===== src/rtl/camera_stream_tx.sv =====
// camera_stream_tx: OV7670-style pixel bus transmitter.
// Emits RGB565 test-pattern frames, two bytes per pixel, P_CLOCK = CLOCK/2.
module camera_stream_tx #(
  parameter int WIDTH       = 176,
  parameter int HEIGHT      = 144,
  parameter int H_BLANK     = 16,
  parameter int VSYNC_LINES = 3,
  parameter int V_BACK      = 2,
  parameter int V_FRONT     = 2
) (
  input  logic        CLOCK,
  input  logic        RESET_N,
  input  logic        ENABLE,
  input  logic [1:0]  PATTERN,
  input  logic [15:0] COLOR,
  output logic        P_CLOCK,
  output logic        VSYNC,
  output logic        HREF,
  output logic [7:0]  DATA,
  output logic        BUSY,
  output logic        FRAME_DONE
);

  localparam int LT  = 2 * WIDTH + H_BLANK;
  localparam int CW  = $clog2(LT + 1);
  localparam int LM1 = (VSYNC_LINES > V_BACK) ? VSYNC_LINES : V_BACK;
  localparam int LMX = (LM1 > V_FRONT) ? LM1 : V_FRONT;
  localparam int LW  = $clog2(LMX + 2);
  localparam int BW  = (WIDTH / 8 < 1) ? 1 : WIDTH / 8;

  typedef enum logic [2:0] {
    S_IDLE, S_VSYNC, S_VBACK, S_ACTIVE, S_HBLANK, S_VFRONT
  } state_e;

  state_e state_q, state_d;

  logic          pclk_q;
  logic [CW-1:0] cnt_q, cnt_d;
  logic [LW-1:0] lin_q, lin_d;
  logic [8:0]    x_q, x_d;
  logic [8:0]    y_q, y_d;
  logic [2:0]    bar_q, bar_d;
  logic [8:0]    bpx_q, bpx_d;
  logic [3:0]    m10_q, m10_d;
  logic          last_q, last_d;
  logic [1:0]    pat_q, pat_d;
  logic [15:0]   col_q, col_d;
  logic          fd_q, fd_d;

  logic        upd;
  logic        end_line;
  logic        end_act;
  logic        end_hb;
  logic        enter_vs;
  logic [15:0] pix;

  // Update edge is the one on which P_CLOCK falls.
  assign upd      = pclk_q;
  assign end_line = (cnt_q == CW'(LT - 1));
  assign end_act  = (cnt_q == CW'(2 * WIDTH - 1));
  assign end_hb   = (cnt_q == CW'(H_BLANK - 1));
  assign enter_vs = (state_d == S_VSYNC) &&
                    (state_q != S_VSYNC);

  always_ff @(posedge CLOCK or negedge RESET_N) begin
    if (!RESET_N) begin
      state_q <= S_IDLE;
    end else if (upd) begin
      state_q <= state_d;
    end
  end

  always_comb begin
    state_d = state_q;
    unique case (state_q)
      S_IDLE: begin
        if (ENABLE) state_d = S_VSYNC;
      end
      S_VSYNC: begin
        if (end_line && lin_q == LW'(VSYNC_LINES - 1))
          state_d = S_VBACK;
      end
      S_VBACK: begin
        if (end_line && lin_q == LW'(V_BACK - 1))
          state_d = S_ACTIVE;
      end
      S_ACTIVE: begin
        if (end_act) state_d = S_HBLANK;
      end
      S_HBLANK: begin
        if (end_hb)
          state_d = last_q ? S_VFRONT : S_ACTIVE;
      end
      S_VFRONT: begin
        if (end_line && lin_q == LW'(V_FRONT - 1))
          state_d = ENABLE ? S_VSYNC : S_IDLE;
      end
      default: state_d = S_IDLE;
    endcase
  end

  always_comb begin
    cnt_d  = cnt_q;
    lin_d  = lin_q;
    x_d    = x_q;
    y_d    = y_q;
    bar_d  = bar_q;
    bpx_d  = bpx_q;
    m10_d  = m10_q;
    last_d = last_q;
    pat_d  = pat_q;
    col_d  = col_q;
    fd_d   = 1'b0;
    if (upd) begin
      if (state_d != state_q) begin
        cnt_d = '0;
        lin_d = '0;
      end else if (state_q == S_IDLE) begin
        cnt_d = '0;
      end else if (end_line) begin
        cnt_d = '0;
        lin_d = lin_q + LW'(1);
      end else begin
        cnt_d = cnt_q + CW'(1);
      end
      // Pixel position advances after the second byte.
      if (state_q == S_ACTIVE && cnt_q[0]) begin
        x_d = (x_q == 9'(WIDTH - 1)) ? 9'd0 : x_q + 9'd1;
        if (bpx_q == 9'(BW - 1)) begin
          bpx_d = '0;
          bar_d = (bar_q == 3'd7) ? 3'd7 : bar_q + 3'd1;
        end else begin
          bpx_d = bpx_q + 9'd1;
        end
      end
      if (state_q == S_ACTIVE && state_d == S_HBLANK) begin
        y_d    = (y_q == 9'(HEIGHT - 1)) ? 9'd0 : y_q + 9'd1;
        m10_d  = (m10_q == 4'd9) ? 4'd0 : m10_q + 4'd1;
        last_d = (y_q == 9'(HEIGHT - 1));
        bar_d  = '0;
        bpx_d  = '0;
      end
      if (enter_vs) begin
        pat_d  = PATTERN;
        col_d  = COLOR;
        x_d    = '0;
        y_d    = '0;
        bar_d  = '0;
        bpx_d  = '0;
        m10_d  = '0;
        last_d = 1'b0;
      end
      fd_d = (state_q == S_HBLANK) && (state_d == S_VFRONT);
    end
  end

  always_ff @(posedge CLOCK or negedge RESET_N) begin
    if (!RESET_N) begin
      pclk_q <= 1'b0;
      cnt_q  <= '0;
      lin_q  <= '0;
      x_q    <= '0;
      y_q    <= '0;
      bar_q  <= '0;
      bpx_q  <= '0;
      m10_q  <= '0;
      last_q <= 1'b0;
      pat_q  <= '0;
      col_q  <= '0;
      fd_q   <= 1'b0;
    end else begin
      pclk_q <= ~pclk_q;
      cnt_q  <= cnt_d;
      lin_q  <= lin_d;
      x_q    <= x_d;
      y_q    <= y_d;
      bar_q  <= bar_d;
      bpx_q  <= bpx_d;
      m10_q  <= m10_d;
      last_q <= last_d;
      pat_q  <= pat_d;
      col_q  <= col_d;
      fd_q   <= fd_d;
    end
  end

  always_comb begin
    pix        = col_q;
    P_CLOCK    = pclk_q;
    VSYNC      = (state_q == S_VSYNC);
    HREF       = (state_q == S_ACTIVE);
    BUSY       = (state_q != S_IDLE);
    FRAME_DONE = fd_q;
    unique case (pat_q)
      2'd0: pix = col_q;
      2'd1: pix = {{5{bar_q[2]}}, {6{bar_q[1]}}, {5{bar_q[0]}}};
      2'd2: pix = (m10_q == 4'd0) ? 16'hF800 : 16'h0000;
      2'd3: pix = {x_q[7:3], y_q[7:2], x_q[4:0]};
      default: pix = col_q;
    endcase
    DATA = 8'h00;
    if (state_q == S_ACTIVE)
      DATA = cnt_q[0] ? pix[15:8] : pix[7:0];
  end

endmodule


===== config.mk =====
export PLATFORM = sky130hd
export DESIGN_NAME = camera_stream_tx
export DESIGN_NICKNAME = d
export VERILOG_FILES = /design/src/rtl/camera_stream_tx.sv
export SDC_FILE = /design/constraint.sdc
export NUM_CORES = 1
export LEC_CHECK = 0
export ABC_AREA = 1
export CORE_MARGIN = 2
export CORE_UTILIZATION = 55
export DETAILED_ROUTE_END_ITERATION = 6
export GPL_ROUTABILITY_DRIVEN = 0
export GPL_TIMING_DRIVEN = 0
export PLACE_DENSITY = 0.83
export SETUP_SLACK_MARGIN = 0.15
export SYNTH_ARGS = -nofsm -noshare
export SYNTH_HDL_FRONTEND = slang
export SYNTH_SLANG_ARGS = --single-unit

===== constraint.sdc =====
create_clock -name CLOCK -period 2.8 [get_ports CLOCK]
set_clock_uncertainty 0.15 [all_clocks]
set_input_delay 0.56 -clock CLOCK [delete_from_list [all_inputs] [get_ports CLOCK]]
set_output_delay 0.56 -clock CLOCK [all_outputs]
set_load 0.05 [all_outputs]

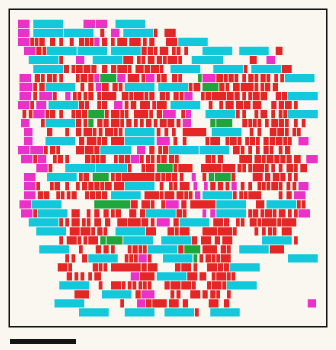
Figure 1: run 1, placement by cell class.
Bar = 20 um.
- cyan: flip-flops (cells 70)
- green: clock drivers and dummy loads (cells 16)
- magenta: other buffers and delay cells (cells 63)
- red: all other logic (cells 522)

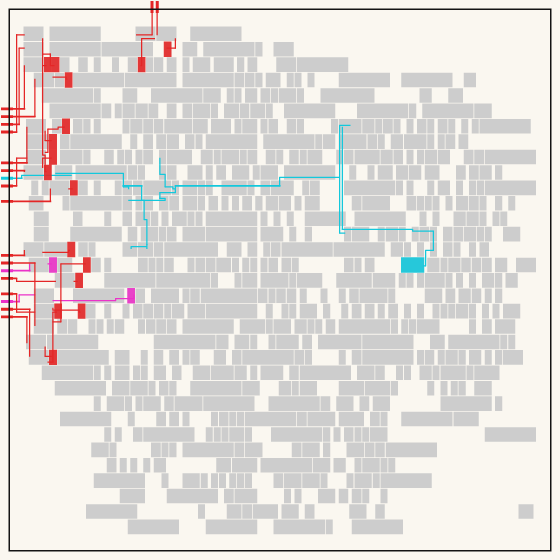
Figure 2: run 1, port wiring.
- magenta: PATTERN (bits 2; direction input; edge west; end cells 2; wire 25.2 um)
- red: COLOR (bits 16; direction input; edge 14 west, 2 north; end cells 16; wire 241 um)
- cyan: HREF (bits 1; direction output; edge west; end cells 1; wire 160 um)

==> out/qor.rpt, run 1 <==
===============================================================================
Status                                                             finished, final reports clean
Most used cells in the layout excluding fill and tap cells         nand2_1, inv_1, dfrtp_1
Leakage dissipation                                                     2.57 nW
Footprint of the multi-input gates                                     2410 um2
Adder and majority gate portion of the synthesized area                   3.27%
Number of endpoints with negative hold slack in the final report              0
Power density cells                                                  347 nW/um2
Pre-CTS WS                                                              -376 ps
Total length of routed wires                                           11200 um
Clk sink count                                                               70
Most frequent cells after synthesis                                nand2_1, inv_1, dfrtp_1, nand3_1, nor2_1
Final cell count without fillers                                            776
Core footprint                                                         8130 um2
CTS tree                                                                    yes
Total number of sequential cells                                             70
Top routing layer in use                                                   met4
Worst-case vdd ir drop                                               0.000183 V
R2R Path Start                                                         cnt_q[0]
Non-clock buffer contribution to total cell area                          9.82%
Post-placement cell area                                               5050 um2
Number of gates resized after cts                                            72
Clock latency on the worst-skew pair                                     350 ps
Num tapcells                                                                105
Crit-path leading delay family                                     AND-OR/OR-AND gates
Maximum clock frequency                                                 371 MHz
Type of element capturing the critical path                        primary output
Actual transition at the worst max-transition pin                        883 ps
Sequential fraction of the synthesis area                                 38.2%
Via density per instance                                                   5.58
Distinct cells, synth                                                        43
Setup-failing EPs final                                                       0
Core Rows                                                                    33
Chip area                                                              9090 um2
Core Util, Final                                                          66.1%
Logic Gate Count                                                            422
Number of synthesized flops with an enable pin                                0
Timing endpoint of the critical path                                    DATA[3]
Count of nets left with antenna violations after detail routing               0
Non-CTS buffers                                                              63
Mapped Area                                                            4590 um2
Slowest cell on the critical path                                       dfrtp_1
Final global-route overflow total                                             0
Global-route wire length before repair                                 19000 um
FF-to-FF path depth                                                          12
Top cells by area                                                  dfrtp_1, nand2_1, inv_1
Initial DRC count                                                           257
Via count                                                                  4327
Syn_nets                                                                    645
Chip area in the Yosys report                                          4590 um2
Area delta synth->final                                                   17.2%
Simple-gate share of the synthesized area                                 29.6%
CP max FO                                                                     2
Reg-to-reg setup timing slack                                            400 ps
Slew margin rel.                                                          41.1%
Crit path DAT                                                           1990 ps
Cells after DPL                                                             750
Critical path depth                                                           8
Average routed wire per standard cell                                   14.4 um
Time the final worst path needs with I/O delays and setup               2700 ps
DP Wirelength                                                           7960 um
Non-clock inverters                                                         100
Count of state elements after synthesis                                      70
Prevailing logic family in the synthesized netlist                 simple AND/OR/NAND/NOR gates
Required time of the worst setup path                                   2090 ps
Synth async-reset ratio                                                    100%
Die height                                                              95.3 um
Initial antenna violation count                                               0
Count leader, synth                                                     nand2_1
Largest stage delay on the critical path                                 400 ps
Worst min-delay path class                                             in2async
Type of the setup path with the least slack                             reg2out
Net count reported at finish                                                699
Most common logic cell in the routed design                             nand2_1
Sum of negative setup slack                                                0 ps
Critical path launch point                                             m10_q[0]
Top FF cell, synth                                                      dfrtp_1
Post-synthesis cell type with the largest combined area                 dfrtp_1
Synthesized area divided by synthesized cell count                     7.49 um2
H-tree depth                                                                  3
Area occupied by registers                                             1760 um2
===============================================================================
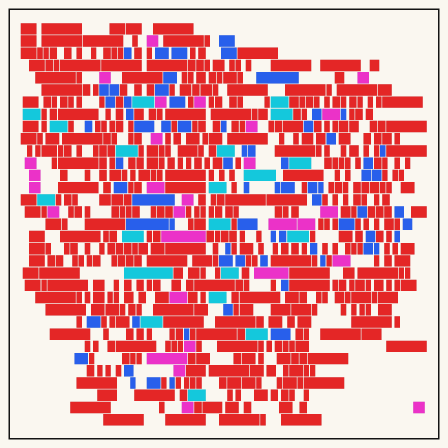
Figure 3: run 1, cells by drive strength.
- red: drive 1 or less (cells 553; share 82%; most used nand2_1)
- blue: drive 2 (cells 70; share 10%; most used inv_2)
- cyan: drive 6 and up (cells 20; share 3.0%)
- magenta: drive 3 to 4 (cells 28; share 4.2%; most used buf_4)

-- run 1: report_power, final --
part | total (mW) | internal [mW] | switching, mW
clock network | 0.803 | 0.407 | 0.396
registers | 1.01 | 1.01 | 0
logic | 0.0510 | 0.0254 | 0.0256
-- run 1: kinds of logic after synthesis --
kind of cell	Yosys count
buf+inv	120
compound gates	109
fa+ha+maj	12
simple gates	282
xor+xnor	19
flops	70
-- run 1: flip-flops by register name, indices dropped and copies added (netlist names) --
register    cells
FRAME_DONE      1
bpx_q           9
P_CLOCK         1
cnt_q           9
x_q             9
m10_q           4
col_q          16
lin_q           3
pat_q           2
y_q             9
state_q         3
last_q          1
bar_q           3
-- run 1: layer usage --
layer,up-vias,GRT usage [%]
li1,2119,-
met1,2025,33.7
met3,27,4.27
met4,0,9.66
met5,-,0
met2,156,46.1
Figure 4. Routing congestion map (run 1).
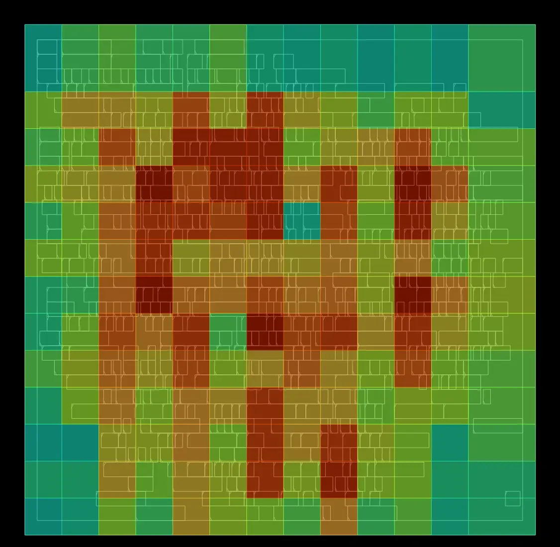

## Run 2: what changed since run 1
--- a/config.mk
+++ b/config.mk
@@ -7,11 +7,11 @@
 export LEC_CHECK = 0
 export ABC_AREA = 1
 export CORE_MARGIN = 2
-export CORE_UTILIZATION = 55
+export CORE_UTILIZATION = 36
 export DETAILED_ROUTE_END_ITERATION = 6
 export GPL_ROUTABILITY_DRIVEN = 0
 export GPL_TIMING_DRIVEN = 0
-export PLACE_DENSITY = 0.83
+export PLACE_DENSITY = 0.6
 export SETUP_SLACK_MARGIN = 0.15
 export SYNTH_ARGS = -nofsm -noshare
 export SYNTH_HDL_FRONTEND = slang
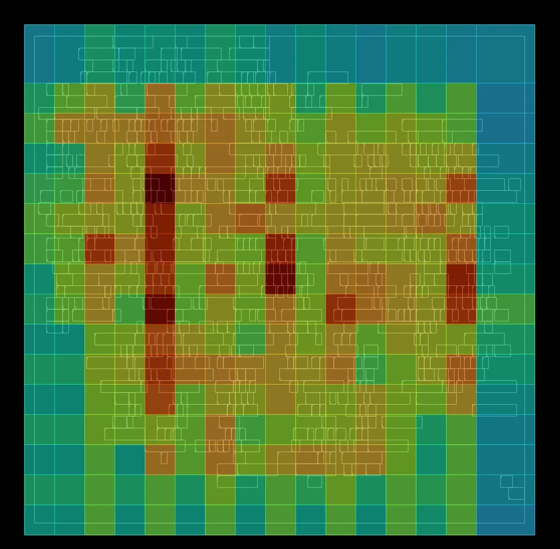
Figure 5: run 2, routing congestion map.
average routed wire per standard cell: 13.6 um
Tot GR Track Use: 17.7%

==> run 2 against run 1 <==
Synthesized cell count unchanged. Count of clock-buffer cells in the layout increased by 3. Sequential cell count unchanged. Largest cell class unchanged. Die size increased by 50%.
==> out/qor.rpt, run 2 <==
==============================================================================
Core Util, Final                                                         44.2%
Count of state elements after synthesis                                     70
Switching part of the total power                                        21.5%
Core Rows                                                                   41
Main power-consuming group                                        the clock network
Final cell count without fillers                                           841
Top routing layer in use                                                  met4
Global-route wire length before repair                                18900 um
Met1 Resource Use GR                                                     23.0%
Type of element capturing the critical path                       primary output
Fraction of met3 tracks used by global routing                           3.09%
Grt peak-use layer                                                        met2
Net load switching power                                              0.460 mW
Net count reported at finish                                               698
Cell internal pwr                                                      1.69 mW
Number of synthesized flops with an enable pin                               0
Post-placement cell area                                              5160 um2
Chip area in the Yosys report                                         4590 um2
Slew margin rel.                                                         34.0%
Type of the setup path with the least slack                            reg2out
Cells after DPL                                                            818
Setup-failing EPs final                                                      0
Synthesized area divided by synthesized cell count                    7.49 um2
Number of gates resized after cts                                           69
Count of nets left with antenna violations after detail routing              0
Clock latency on the worst-skew pair                                    340 ps
Timing endpoint of the critical path                                   DATA[6]
Mapped Area                                                           4590 um2
Most used cells in the layout excluding fill and tap cells        nand2_1, inv_1, dfrtp_1
Synth async-reset ratio                                                   100%
Crit path DAT                                                          1960 ps
Count leader, synth                                                    nand2_1
Status                                                            finished, final reports clean
Area occupied by registers                                            1760 um2
FF-to-FF path depth                                                         12
Chip area                                                            13700 um2
Top cells by area                                                 dfrtp_1, nand2_1, inv_1
Total length of routed wires                                          11500 um
Core footprint                                                       12500 um2
Maximum clock frequency                                                375 MHz
Area delta synth->final                                                  20.7%
Slowest cell on the critical path                                      dfrtp_1
Reg-to-reg setup timing slack                                           370 ps
Sequential fraction of the synthesis area                                38.2%
Required time of the worst setup path                                  2090 ps
Most common logic cell in the routed design                            nand2_1
Proportion of power drawn by combinational gates                          2.7%
Prevailing logic family in the synthesized netlist                simple AND/OR/NAND/NOR gates
Leakage dissipation                                                    2.61 nW
Top FF cell, synth                                                     dfrtp_1
Initial antenna violation count                                              0
Post-synthesis cell type with the largest combined area                dfrtp_1
Distinct cells, synth                                                       43
GR met2 Demand/Resource                                                  29.6%
==============================================================================
[run 2: cell types whose count changed in the layout (fill, tap and decap cells not counted), moves of 2 or more]
cell | previous run | this run
buf_6 | 9 | 6
clkbuf_16 | 0 | 9
clkbuf_4 | 2 | 4
clkbuf_8 | 9 | 2
clkinv_2 | 4 | 1
o21ai_1 | 44 | 46
[run 2: area by class of cell]
cell class / count / area share (%)
plain buffers: 20 / 2.53
clock inverters: 1 / 0.0904
multi-input cells: 422 / 43.1
clock buffers: 14 / 4.77
repair buffers: 42 / 7.12
inverters: 100 / 6.78
flip-flops and latches: 70 / 31.7
well taps: 172 / 3.89
Power is estimated from default activity; no workload was simulated.
